### Routing congestion

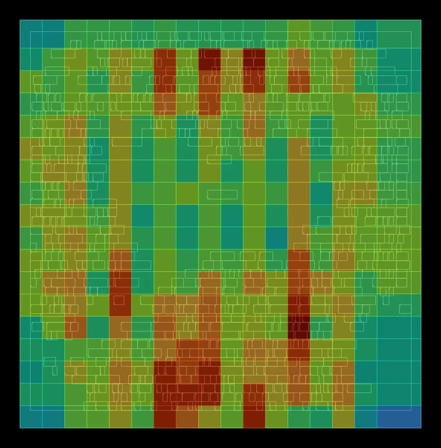
### Cell sizes after repair

The bar under the picture is 20 um long.
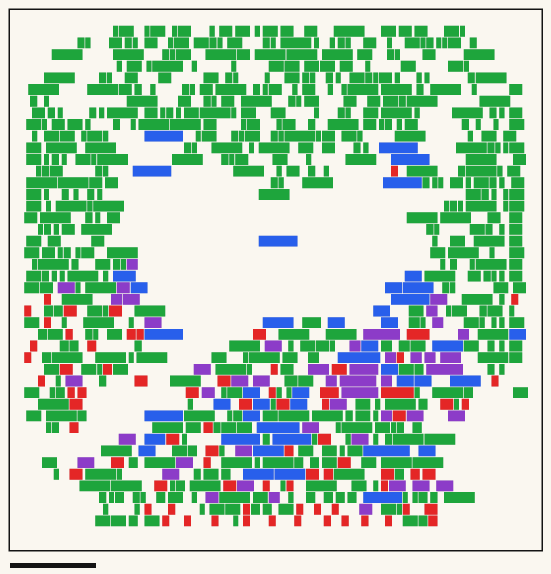
### Cells colored by class

The bar under the picture is 20 um long.
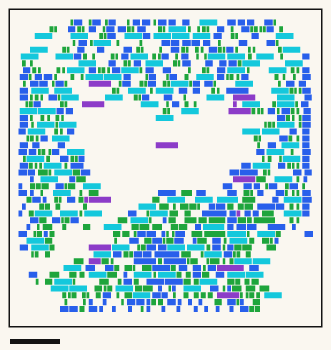
### Sequential cells colored by netlist name

The bar under the picture is 20 um long.
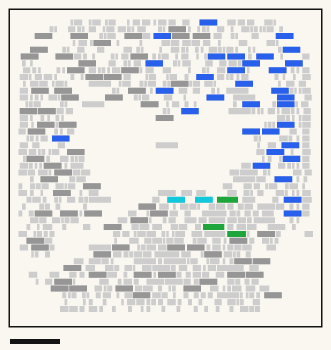
### Gate-type map

The bar under the picture is 20 um long.
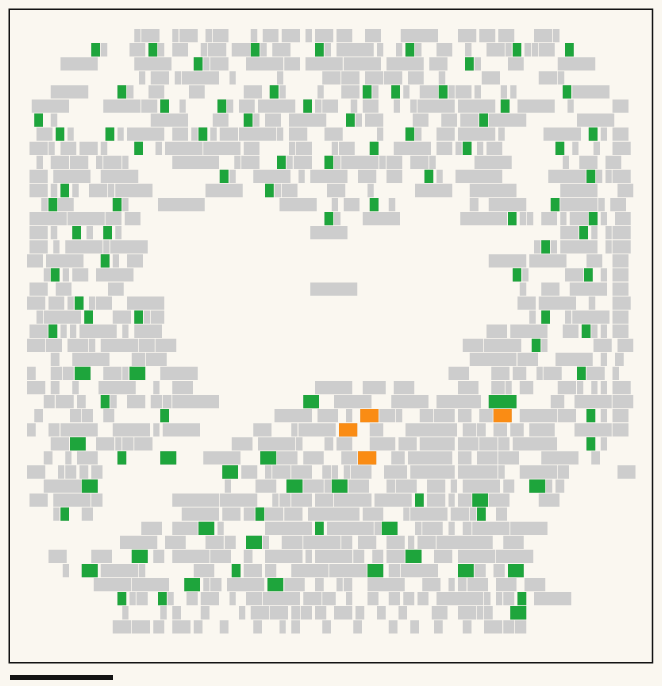
File: src/rtl/regfile_pkg.sv
// Shared constants for the register-file command master: default widths,
// register count, command opcodes and FSM state encoding.
package regfile_pkg;

    localparam int DATA_W_DEF = 32;
    localparam int ADDR_W_DEF = 2;
    localparam int NUM_REGS   = 1 << ADDR_W_DEF;

    localparam logic [1:0] OP_NOP   = 2'b00;
    localparam logic [1:0] OP_WRITE = 2'b01;
    localparam logic [1:0] OP_READ  = 2'b10;
    localparam logic [1:0] OP_CLEAR = 2'b11;

    localparam logic [2:0] ST_IDLE  = 3'd0;
    localparam logic [2:0] ST_WRITE = 3'd1;
    localparam logic [2:0] ST_CHECK = 3'd2;
    localparam logic [2:0] ST_READ  = 3'd3;
    localparam logic [2:0] ST_RESP  = 3'd4;
    localparam logic [2:0] ST_CLEAR = 3'd5;

endpackage

File: src/rtl/regfile_cmd_master.sv
// Command master for an external register file: accepts WRITE / READ /
// CLEAR / NOP commands, drives the regfile write and read ports, and
// returns read data through a valid/ready response channel.
// Optional feature: define REGFILE_CHECK_EN to add a write-readback CHECK
// state that sets a sticky err_flag when the stored value differs.
module regfile_cmd_master
    import regfile_pkg::*;
#(
    parameter int DATA_W = DATA_W_DEF,
    parameter int ADDR_W = ADDR_W_DEF
) (
    input  logic              clock,
    input  logic              reset,

    input  logic              cmd_valid,
    output logic              cmd_ready,
    input  logic [1:0]        cmd_op,
    input  logic [ADDR_W-1:0] cmd_reg_a,
    input  logic [ADDR_W-1:0] cmd_reg_b,
    input  logic [DATA_W-1:0] cmd_data,

    output logic              rf_regwrite,
    output logic [ADDR_W-1:0] rf_writereg,
    output logic [DATA_W-1:0] rf_writedata,
    output logic [ADDR_W-1:0] rf_readreg1,
    output logic [ADDR_W-1:0] rf_readreg2,
    input  logic [DATA_W-1:0] rf_readdata1,
    input  logic [DATA_W-1:0] rf_readdata2,

    output logic              rsp_valid,
    input  logic              rsp_ready,
    output logic [DATA_W-1:0] rsp_data1,
    output logic [DATA_W-1:0] rsp_data2,

    output logic              busy,
    output logic              err_flag
);

    // The state register itself records which op was accepted, so only
    // the operands need their own holding flops.
    logic [2:0]        state_q,     state_d;
    logic [ADDR_W-1:0] addr_a_q,    addr_a_d;
    logic [ADDR_W-1:0] addr_b_q,    addr_b_d;
    logic [DATA_W-1:0] data_q,      data_d;
    logic [ADDR_W-1:0] clr_cnt_q,   clr_cnt_d;
    logic [DATA_W-1:0] rsp_data1_q, rsp_data1_d;
    logic [DATA_W-1:0] rsp_data2_q, rsp_data2_d;
`ifdef REGFILE_CHECK_EN
    logic              err_q,       err_d;
`endif

    // Next-state and datapath update; CLEAR's counter wraps back to zero
    // on its final address so the next CLEAR starts at register 0.
    always_comb begin
        state_d     = state_q;
        addr_a_d    = addr_a_q;
        addr_b_d    = addr_b_q;
        data_d      = data_q;
        clr_cnt_d   = clr_cnt_q;
        rsp_data1_d = rsp_data1_q;
        rsp_data2_d = rsp_data2_q;
`ifdef REGFILE_CHECK_EN
        err_d       = err_q;
`endif
        case (state_q)
            ST_IDLE: begin
                if (cmd_valid) begin
                    addr_a_d = cmd_reg_a;
                    addr_b_d = cmd_reg_b;
                    data_d   = cmd_data;
                    case (cmd_op)
                        OP_WRITE: state_d = ST_WRITE;
                        OP_READ:  state_d = ST_READ;
                        OP_CLEAR: state_d = ST_CLEAR;
                        default:  state_d = ST_IDLE;
                    endcase
                end
            end
            ST_WRITE: begin
`ifdef REGFILE_CHECK_EN
                state_d = ST_CHECK;
`else
                state_d = ST_IDLE;
`endif
            end
            ST_CHECK: begin
`ifdef REGFILE_CHECK_EN
                if (rf_readdata1 != data_q) begin
                    err_d = 1'b1;
                end
`endif
                state_d = ST_IDLE;
            end
            ST_READ: begin
                rsp_data1_d = rf_readdata1;
                rsp_data2_d = rf_readdata2;
                state_d     = ST_RESP;
            end
            ST_RESP: begin
                if (rsp_ready) begin
                    state_d = ST_IDLE;
                end
            end
            ST_CLEAR: begin
                clr_cnt_d = clr_cnt_q + ADDR_W'(1);
                if (clr_cnt_q == {ADDR_W{1'b1}}) begin
                    state_d = ST_IDLE;
                end
            end
            default: state_d = ST_IDLE;
        endcase
    end

    // State and datapath registers with synchronous reset; a reset drops
    // any pending response by returning to IDLE.
    always_ff @(posedge clock) begin
        if (reset) begin
            state_q     <= ST_IDLE;
            addr_a_q    <= '0;
            addr_b_q    <= '0;
            data_q      <= '0;
            clr_cnt_q   <= '0;
            rsp_data1_q <= '0;
            rsp_data2_q <= '0;
`ifdef REGFILE_CHECK_EN
            err_q       <= 1'b0;
`endif
        end else begin
            state_q     <= state_d;
            addr_a_q    <= addr_a_d;
            addr_b_q    <= addr_b_d;
            data_q      <= data_d;
            clr_cnt_q   <= clr_cnt_d;
            rsp_data1_q <= rsp_data1_d;
            rsp_data2_q <= rsp_data2_d;
`ifdef REGFILE_CHECK_EN
            err_q       <= err_d;
`endif
        end
    end

    // Regfile port drive; the write strobe is gated by reset so a reset
    // landing mid-WRITE or mid-CLEAR suppresses that cycle's write.
    always_comb begin
        rf_regwrite  = !reset && ((state_q == ST_WRITE) || (state_q == ST_CLEAR));
        rf_writereg  = '0;
        rf_writedata = '0;
        if (state_q == ST_WRITE) begin
            rf_writereg  = addr_a_q;
            rf_writedata = data_q;
        end else if (state_q == ST_CLEAR) begin
            rf_writereg  = clr_cnt_q;
        end
        rf_readreg1 = ((state_q == ST_READ) || (state_q == ST_CHECK)) ? addr_a_q : '0;
        rf_readreg2 = (state_q == ST_READ) ? addr_b_q : '0;
    end

    assign cmd_ready = (state_q == ST_IDLE);
    assign busy      = (state_q != ST_IDLE);
    assign rsp_valid = (state_q == ST_RESP);
    assign rsp_data1 = rsp_data1_q;
    assign rsp_data2 = rsp_data2_q;

`ifdef REGFILE_CHECK_EN
    assign err_flag = err_q;
`else
    assign err_flag = 1'b0;
`endif

endmodule
File: config.mk
export PLATFORM = sky130hd
export DESIGN_NAME = regfile_cmd_master
export DESIGN_NICKNAME = d
export VERILOG_FILES = /design/src/rtl/regfile_pkg.sv /design/src/rtl/regfile_cmd_master.sv
export SDC_FILE = /design/constraint.sdc
export NUM_CORES = 1
export LEC_CHECK = 0
export CAP_MARGIN = 20
export CORE_AREA = 3 3 121 123
export DETAILED_ROUTE_END_ITERATION = 7
export DIE_AREA = 0 0 124 126
export HOLD_SLACK_MARGIN = 0.03
export PLACE_DENSITY = 0.71
export SLEW_MARGIN = 25
export SYNTH_ARGS = -nofsm -noshare
export SYNTH_HDL_FRONTEND = slang
export SYNTH_SLANG_ARGS = --single-unit
File: constraint.sdc
create_clock -name clock -period 1.65 [get_ports clock]
set_clock_uncertainty 0.15 [all_clocks]
set_input_delay 0.33 -clock clock [delete_from_list [all_inputs] [get_ports clock]]
set_output_delay 0.33 -clock clock [all_outputs]
set_load 0.01 [all_outputs]
==> Slide: Implementation Results <==
Flow Results at a Glance

Clock tree
  • CTS Buf Count: 9
  • Clock buffer depth: 2
  • Root Driver: clkbuf_16
  • CTS Hold Bufs: 0
  • H-tree depth: 3
  • Clock Sinks: 105
  • Late-Pin Clk Latency: 0.34 ns
  • CTS tree: done
  • Clock slew at reported path FFs: 0.07 ns

Route
  • DRT iter0 DRCs: 184
  • First-pass DRT Iterations: 4
  • Routed Antenna Nets: 0
  • Vias/cell: 4.54
  • DRC viols: 0
  • Wirelength, routed: 13900 um

Timing
  • Worst-Margin Slew: 0.560 ns
  • Worst setup margin: -0.317 ns
  • Slew Limit Fails: 0
  • RSZ-0062 raised after global routing: true
  • Final setup viols: 80
  • Setup TNS Final: -19.30 ns
  • Min Tclk post-route: 1.97 ns
  • Slew headroom: 0.627
  • Max Fclk: 508 MHz
  • Hold Vio Cnt, Final: 0

Yosys
  • Yosys Chip Area: 4070 um2
  • Synth top area cells: dfxtp_1, nand2_1, a21oi_1
  • Synth async-reset ratio: 0
  • Synth area leader: dfxtp_1
  • Top-count cell post-synth: nand2_1
  • Gate Count Post-Synth: 514
  • Seq share, synth: 0.517
  • Main synth FF type: dfxtp_1
  • Area leader share: 0.517
  • Ys cells: 514
  • Yosys Warn Count: 0
  • EDFF count, synth: 0
  • Post-synthesis instance area: 4070 um2
  • Number of distinct library cells after synthesis: 26

Hold path
  • Min-delay src: rsp_data1[11]$_SDFFE_PP0N_
  • Tightest Hold Check Type: register to register
  • Hold Path Stages: 2

Pwr
  • Switching share of power: 0.242
  • Leak: 3.08 nW
  • Flop pwr share: 0.466
  • Clock group share of total power: 0.365
  • P_int: 4.36 mW
  • PD cells: 814 nW/um2
  • Logic pwr share: 0.168

Setup path
  • Critical R2R Launch: state_q[2]$_SDFFE_PP0P_
  • CP Cell Sequence: nor3b_4, buf_4, buf_6, and2_1, buf_2
  • Register-to-register setup slack: -0.27 ns
  • Slowest stage delay, CP: 0.36 ns
  • CP required: 1.17 ns
  • Worst setup EP type: primary output
  • R2R depth: 5
  • Setup CP Type: register to primary output
  • R2r endpoint: state_q[1]$_SDFFE_PP0P_
  • Worst Setup EP: rf_writedata[16]
  • CP startpoint: state_q[2]$_SDFFE_PP0P_
  • Data arrival time at the worst-slack endpoint: 1.49 ns
  • Critical path's slowest cell: dfxtp_4

Placement
  • Placer Congestion: 0.745
  • Dpl cells: 882
  • DP Area: 6370 um2
  • Final HPWL DP: 8230 um
  • Post-Place Worst Slack: -0.303 ns
  • Port Buffers: 211

Global routing
  • First-pass GRT wire length: 20300 um
  • Vias in the first global route: 3896
  • Global route overflow: 0

Layout
  • Filler cell count: 1365
  • Top class by area: non-clock buffers
  • Clock-cell share of area: 0.0402
  • Most frequent cells in the layout: nand2_1, clkdlybuf4s50_1, dfxtp_1
  • Multi-input gate count: 368
  • Logic area: 2060 um2
  • Nets: 840
  • Clock buffers: 10
  • Sequential cell count: 105
  • Layout area overhead: 73.7%
  • Buffers, non-clock: 248
  • ANT cells: 0
  • Inverter count of the layout excluding clock inverters: 1
  • Layout cell share with drive strength beyond 1: 0.226
  • Non-clock buffer share: 0.336

Floorplanning
  • Tap cells: 180
  • Core area: 13800 um2
  • Die Width: 124 um
  • Die height: 126 um
  • Fp_density: 0.295
  • DIE AREA: 15600 um2
  • Number of top-level pins: 213

Status
  • Failing checks: negative setup slack
  • Outcome: finished, violations left

Flow run
  • OpenROAD warning count: 30
About 'Routing congestion':
gr usage total: 0.166
met1 Resource Use GR: 0.206
wire per inst: 15.1 um
met3 usage: 0.0449

About 'Cell sizes after repair':
[red] drive 2 | cells: 76 | share: 10% | most used: buf_2
[blue] drive 6 and up | cells: 43 | share: 5.8% | most used: buf_6
[purple] drive 3 to 4 | cells: 47 | share: 6.4% | most used: nand2_4
[green] drive 1 or less | cells: 570 | share: 77% | most used: nand2_1

About 'Cells colored by class':
[cyan] flops | cells: 105
[blue] other buffers and delay cells | cells: 248
[purple] clock drivers and dummy loads | cells: 14
[green] all other logic | cells: 369

About 'Sequential cells colored by netlist name':
[cyan] clr_cnt_q | sequential cells: 2
[green] state_q | sequential cells: 3
[blue] rsp_data1 | sequential cells: 32
not colored: 68
FF/Latch Area: 2110 um2
Final Core Density: 0.513
flop share of the area: 0.299

About 'Gate-type map':
[green] inverting AOI/OAI gates | cells: 101 | where: widely spread
[orange] multiplexers | cells: 4
most numerous logic cell after layout: nand2_1
fin cells: 916
Comb area share: 0.292

-- cells by family (layout without fill, tap and decap cells) --
logic type,after synthesis,after routing,synth area share
adder cells (fa/ha/maj),1,1,0.00308
multiplexers,4,4,0.00985
other,1,1,0.000922
buffers and inverters,41,263,0.0572
flip-flops,105,105,0.517
AND-OR/OR-AND,103,103,0.130
XOR/XNOR,1,1,0.00215
AND/OR/NAND/NOR,258,258,0.280
-- flip-flops by register name (all words and copies together) (netlist names) --
signal and flops:
addr_a_q 2, addr_b_q 2, state_q 3, rsp_data2 32
rsp_data1 32, data_q 32, clr_cnt_q 2
-- critical path: cells and delay by family, from the launching register on --
family	cells	cell delay, ns
buffers and inverters	3	0.42
and+or+nand+nor	2	0.35
DFF	1	0.36
-- per-stage QoR --
step | hold slack, ns | power (mW)
global route | 0.314 | 5.98
CTS | 0.302 | 5.74
floorplan | 0.251 | 3.01
finish | 0.299 | 5.75
global placement | 0.288 | 3.41
detailed placement | 0.292 | 3.42
-- metal layers --
layer,vias to the layer above,global-route usage,wire length [um]
met4,0,0.0851,428
met3,30,0.0449,911
li1,2085,-,-
met1,1915,0.206,6020
met2,125,0.262,6510
met5,-,0,0
-- repair_timing --
| item | in CTS | in global routing |
|---|---|---|
| pin swaps | 18 | 36 |
| endpoints found under the setup margin | 193 | 127 |
| cloned | 6 | 5 |
| resized | 251 | 115 |
| hold endpoints to repair | 0 | 0 |
| buffers inserted | 10 | 6 |
-- power groups by stage --
stage          logic (mW)  clock network, mW  registers (mW)
2_1_floorplan       0.311                  0            2.70
3_3_place_gp        0.701                  0            2.71
3_5_place_dp        0.707                  0            2.71
4_1_cts             0.913               2.17            2.66
5_1_grt              1.04               2.26            2.69
6_report            0.968               2.10            2.68
Power figures rest on the tool's default switching activity, not on a simulated workload.
